**config.mk**
```make
export PLATFORM = sky130hd
export DESIGN_NAME = backbone_seq_ctrl
export DESIGN_NICKNAME = d
export VERILOG_FILES = /design/src/rtl/backbone_seq_ctrl.sv
export SDC_FILE = /design/constraint.sdc
export NUM_CORES = 1
export LEC_CHECK = 0
export CORE_UTILIZATION = 50
export DETAILED_ROUTE_END_ITERATION = 16
export GPL_ROUTABILITY_DRIVEN = 0
export PLACE_DENSITY = 0.84
export SLEW_MARGIN = 5
export SYNTH_ARGS = -nofsm -noshare
export SYNTH_HDL_FRONTEND = slang
export SYNTH_SLANG_ARGS = --single-unit
```
**constraint.sdc**
```tcl
create_clock -name clk -period 5.6 [get_ports clk]
set_input_delay 1.12 -clock clk [delete_from_list [all_inputs] [get_ports clk]]
set_output_delay 1.12 -clock clk [all_outputs]
set_load 0.02 [all_outputs]
```
**src/rtl/backbone_seq_ctrl.sv**
```systemverilog
// Frame sequencer in front of the backbone-to-vinput datapath.
// Per frame: one-cycle config load strobes, then J backbone words forwarded
// from an upstream stream (first one tagged), credit-limited so that at most
// MAX_OUTSTANDING backbones are awaiting their OUT_PER_BB results. Completion
// is reported with frame_done; a stalled result stream raises err_timeout.
module backbone_seq_ctrl #(
    parameter int unsigned J               = 14,
    parameter int unsigned OUT_PER_BB      = 7,
    parameter int unsigned MAX_OUTSTANDING = 4,
    parameter int unsigned TIMEOUT         = 1024,
    localparam int unsigned CNT_W          = $clog2(J * OUT_PER_BB + 1),
    localparam int unsigned BB_W           = $clog2(J + 1)
) (
    input  logic             clk,
    input  logic             rst,
    input  logic             start,
    input  logic [63:0]      bb_in,
    input  logic             bb_in_tvalid,
    output logic             bb_in_tready,
    output logic [63:0]      backbone,
    output logic             backbone_tvalid,
    output logic             first_backbone,
    output logic             x_initial_tvalid,
    output logic             alpha_u_tvalid,
    input  logic             vinput_tvalid,
    output logic             busy,
    output logic             frame_done,
    output logic             err_timeout,
    output logic [BB_W-1:0]  bb_sent,
    output logic [CNT_W-1:0] vin_count
);

    localparam int unsigned RC_W = (OUT_PER_BB > 1) ? $clog2(OUT_PER_BB) : 1;
    localparam int unsigned TO_W = $clog2(TIMEOUT + 1);

    localparam logic [BB_W-1:0]  J_V     = BB_W'(J);
    localparam logic [BB_W-1:0]  J_LAST  = BB_W'(J - 1);
    localparam logic [BB_W-1:0]  MAX_V   = BB_W'(MAX_OUTSTANDING);
    localparam logic [CNT_W-1:0] TOTAL_V = CNT_W'(J * OUT_PER_BB);
    localparam logic [RC_W-1:0]  RC_LAST = RC_W'(OUT_PER_BB - 1);
    localparam logic [TO_W-1:0]  TO_LAST = TO_W'(TIMEOUT - 1);

    typedef enum logic [2:0] {
        StIdle, StCfg, StFirst, StStream, StDrain, StDone, StErr
    } state_t;

    state_t           state;
    logic [BB_W-1:0]  bb_completed;
    logic [RC_W-1:0]  res_cnt;      // results seen for the oldest open backbone
    logic [TO_W-1:0]  to_cnt;
    logic [BB_W-1:0]  outstanding;
    logic             active;
    logic             accept;
    logic [CNT_W-1:0] vin_next;

    // Credit, handshake and saturating result count, all from pre-update values
    assign outstanding  = bb_sent - bb_completed;
    assign active       = (state == StFirst) || (state == StStream) || (state == StDrain);
    assign bb_in_tready = ((state == StFirst) || (state == StStream)) &&
                          (bb_sent < J_V) && (outstanding < MAX_V);
    assign accept       = bb_in_tvalid && bb_in_tready;
    assign vin_next     = (active && vinput_tvalid && (vin_count != TOTAL_V)) ?
                          vin_count + 1'b1 : vin_count;
    assign busy         = (state != StIdle) && (state != StErr);

    // Frame FSM with registered strobes, counters and forwarded word
    always_ff @(posedge clk or posedge rst) begin
        if (rst) begin
            state            <= StIdle;
            backbone         <= 64'h0;
            backbone_tvalid  <= 1'b0;
            first_backbone   <= 1'b0;
            x_initial_tvalid <= 1'b0;
            alpha_u_tvalid   <= 1'b0;
            frame_done       <= 1'b0;
            err_timeout      <= 1'b0;
            bb_sent          <= '0;
            vin_count        <= '0;
            bb_completed     <= '0;
            res_cnt          <= '0;
            to_cnt           <= '0;
        end else begin
            backbone_tvalid  <= 1'b0;
            first_backbone   <= 1'b0;
            x_initial_tvalid <= 1'b0;
            alpha_u_tvalid   <= 1'b0;
            frame_done       <= 1'b0;
            case (state)
                StIdle, StErr: begin
                    if (start) begin
                        bb_sent          <= '0;
                        vin_count        <= '0;
                        bb_completed     <= '0;
                        res_cnt          <= '0;
                        to_cnt           <= '0;
                        err_timeout      <= 1'b0;
                        x_initial_tvalid <= 1'b1;
                        alpha_u_tvalid   <= 1'b1;
                        state            <= StCfg;
                    end
                end
                StCfg: state <= StFirst;
                StFirst, StStream, StDrain: begin
                    if (accept) begin
                        backbone        <= bb_in;
                        backbone_tvalid <= 1'b1;
                        first_backbone  <= (state == StFirst);
                        bb_sent         <= bb_sent + 1'b1;
                    end
                    if (vinput_tvalid) begin
                        if (res_cnt == RC_LAST) begin
                            res_cnt      <= '0;
                            bb_completed <= bb_completed + 1'b1;
                        end else begin
                            res_cnt <= res_cnt + 1'b1;
                        end
                    end
                    vin_count <= vin_next;
                    if (state == StFirst && accept) begin
                        state <= (J == 1) ? StDrain : StStream;
                    end else if (state == StStream && accept && bb_sent == J_LAST) begin
                        state <= StDrain;
                    end else if (state == StDrain && vin_next == TOTAL_V) begin
                        state      <= StDone;
                        frame_done <= 1'b1;
                    end
                    // Stall watchdog only runs while results are actually owed
                    if (vinput_tvalid || outstanding == '0) begin
                        to_cnt <= '0;
                    end else if (to_cnt == TO_LAST) begin
                        to_cnt      <= '0;
                        err_timeout <= 1'b1;
                        frame_done  <= 1'b0;
                        state       <= StErr;
                    end else begin
                        to_cnt <= to_cnt + 1'b1;
                    end
                end
                StDone:  state <= StIdle;
                default: state <= StIdle;
            endcase
        end
    end

endmodule

```
### Signal wires by layer

Scale bar: 20 um.
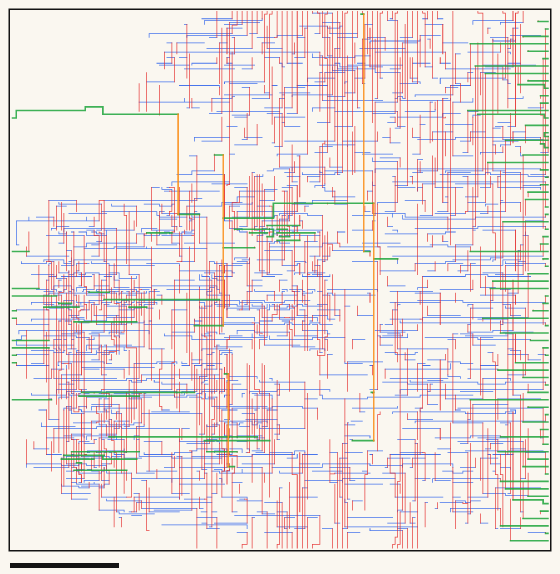
- red: metal 2 (wire length 5260 um)
- orange: metal 4 (wire length 154 um)
- green: metal 3 (wire length 675 um)
- blue: metal 1 (wire length 4580 um)
WL per Instance: 16.51 um
via count: 3625
Routed WL: 10670 um
gr usage total: 22.19%

### Cell area per tile

The die is cut into 10 by 10 equal tiles; dark blue is low, red is high, 0 to 100% covered.
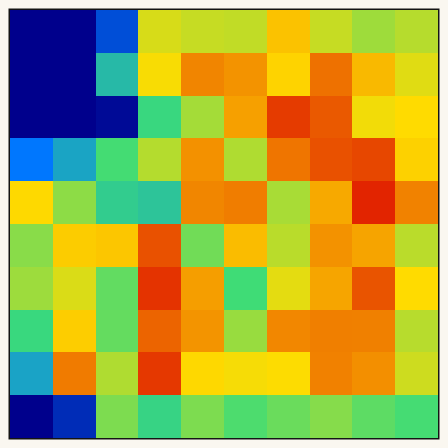
- fullest tile: 96%
- tiles over 75% full: 43%
- mean over tiles: 64%
- emptiest ninth of the die: north-west
- nearly empty tiles: 7.0%
Initial Util: 51.17%
core area: 9196 sq um
final core utilization: 69.80%

### Routed clock nets over the placement

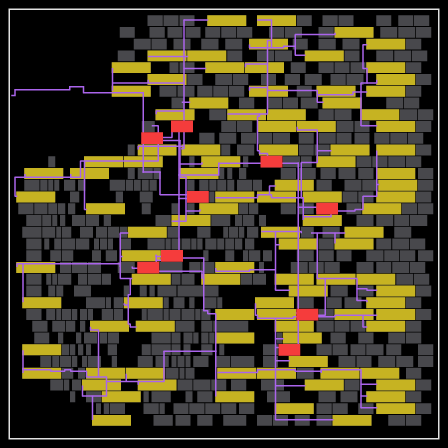
- red: clock drivers (count 9)
- purple: clock wires (length 1100 um)
- yellow: flip-flops (count 101)
- routed clock nets: 10
- flops lie: all over the die

### Gate families picked out

Scale bar: 20 um.
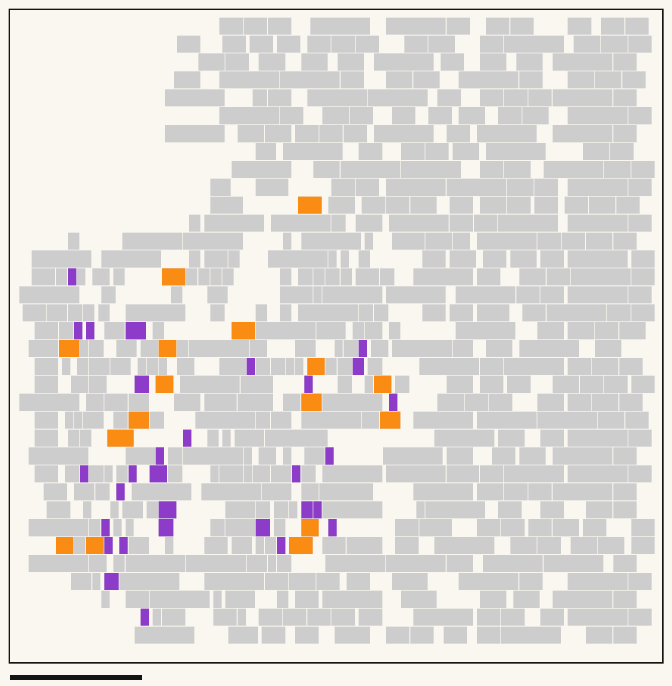
- purple: nor cells (cells 30; most used nor2_1)
- orange: non-inverting ao/oa cells (cells 16; most used o21a_1)

==> run summary <==
run results: hold buffers post-CTS 0, Reg clk slew, reported paths 0.11 ns, crit end category output pin, YS warnings 0, top cell types by occurrence after synthesis 101 x dfrtp_1, 60 x mux2_1, 23 x nand2_1, Syn Nets 465, clock root cell clkbuf_8, Cells after DPL 631, Pins Over Slew Limit 0, worst setup margin 1.577 ns, crit path DAT 2.90 ns, Synth area leaders dfrtp_1 54%, mux2_1 14%, ha_1 2.4%, distinct cell type count after synthesis 60, status finished clean, post-DP HPWL 7856 um, Post-synth ARST share 100.0%, Post-DP Area 6241 sq um, Post-Synthesis Cells 387, IO buf count 151, critical path required time 4.48 ns, clk_lat worst skew 0.36 ns, total tool warning count 28, Hold Path Class register to register, # resized after CTS 0, Peak Freq 248.6 MHz, # IOs 152, Die X-Extent 99.02 um, final setup fails 0, Clock Tree Buf Depth 2, non-filler cells in the finished layout 646, Avg Inst Size Synth 12.16 sq um, CP Class register to output pin, setup tns final 0 ns, DRC viols 0, Peak VDD IR 0.2373 mV, gr ovfl total 0, # H-tree levels 3, ys cells 387, Most common reg cell dfrtp_1, Max transition margin 28.65%, ANT nets after route 0, CTS tree yes, die area 9804 sq um, P&R area growth vs syn 36.40%, first-pass GRT wire length 17290 um, # diodes 0, RSZ-0062 raised after global routing false, Yosys top cell by area dfrtp_1, Setup Fix Bufs, Post-CTS 0, Seq cells post-synth 101, Area leader share 53.71%, Leak 2.713 nW, crit share post-route 71.83%, max-cap violations 0, die height 99.02 um, drt first pass iters 5, Worst Setup Start Kind register, initial antenna violation count 0, largest net degree at the start of global routing 75, slew of the pin with the lowest slew margin 1.066 ns, hold slack 0.4952 ns, vias in the first global route 3511, share of the yosys chip area belonging to registers 53.71%, total CTS buffers 9, crit-path max FO 6, endpoints failing hold 0, count leader, synth dfrtp_1, number of enable flip-flop cells 0, DRT iter0 DRCs 206, clk sinks 101, layout cell share with drive strength beyond 1 5.234%, mapped cell area 4706 sq um, pre-CTS setup slack 1.980 ns, Yosys chip area 4706 sq um, Clock Skews 0.01338 ns, PwrDens 509.8 nW/um^2, # nets final 609, row cnt 35, fin area 6419 sq um, DR vias/cell 5.611, Pwr Total 3.272 mW, final period demand of the worst path 4.023 ns
-- layer usage --
| layer | track usage, % | part of all wire (%) | routed length (um) | vias up |
|---|---|---|---|---|
| li1 | - | - | - | 1688 |
| met1 | 28.72 | 43 | 4576 | 1775 |
| met3 | 4.113 | 6.3 | 675 | 14 |
| met2 | 38.41 | 49 | 5263 | 148 |
| met5 | 0 | 0 | 0 | - |
| met4 | 5.855 | 1.4 | 153 | 0 |
-- registers in the layout (all words and copies together), names as in the netlist --
name and cells:
alpha_u_tvalid 1, backbone 64, backbone_tvalid 1, bb_completed 4, bb_sent 4, err_timeout 1, first_backbone 1, frame_done 1
res_cnt 3, state 3, to_cnt 11, vin_count 7
-- cell families (layout without fill, tap and decap cells) --
group	Yosys count	in the layout	share of synthesized area [%]
xor+xnor	6	6	1.409
fa+ha+maj	9	9	2.393
mux	72	72	17.36
buf+inv	33	181	3.775
compound gates	73	73	11.14
flops	101	101	53.71
simple gates	93	93	10.21
-- worst max-delay path: stages, from the launching register on --
cell and delay [ns]:
dfrtp_1 0.45, ha_1 0.40, o21a_1 0.21, or3_1 0.41, a221oi_4 0.41, clkdlybuf4s50_1 0.67
-- final cells by class --
class	instances	area, sq um
fill	622	2778
tap	111	138.9
clock inverter	6	53.80
clock buffer	9	123.9
sequential	101	2527
timing repair buffer	152	1519
inverter	14	55.05
multi-input combinational	253	2001
-- path summary, 6_finish.rpt --
kind	from	end	slack (ns)	cells past startpoint
setup reg to reg	bb_sent[2]	backbone[11]	2.46	6
setup / recovery	bb_sent[2]	bb_in_tready	1.58	5
hold reg to reg	backbone[13]	backbone[13]	0.50	1
min in group asynchronous	rst	backbone[53]	1.29	2
hold / removal	backbone[13]	backbone[13]	0.50	1
max in group asynchronous	rst	to_cnt[1]	3.38	3
-- report_power, final --
group	switching [mW]	internal, mW
clock	0.266	0.168
sequential	0.174	1.01
combinational	0.842	0.811
total	1.28	1.99
-- placed cells by master, fill, tap and decap left out, types with 10 or more instances in the layout --
cell,netlist,layout
nand2_1,23,23
dfrtp_1,101,101
o21ai_0,18,18
nor2_1,21,21
inv_1,14,13
nand3_1,11,11
clkdlybuf4s50_1,0,151
a31oi_1,10,10
mux2_1,60,60
Power is estimated from default activity; no workload was simulated.
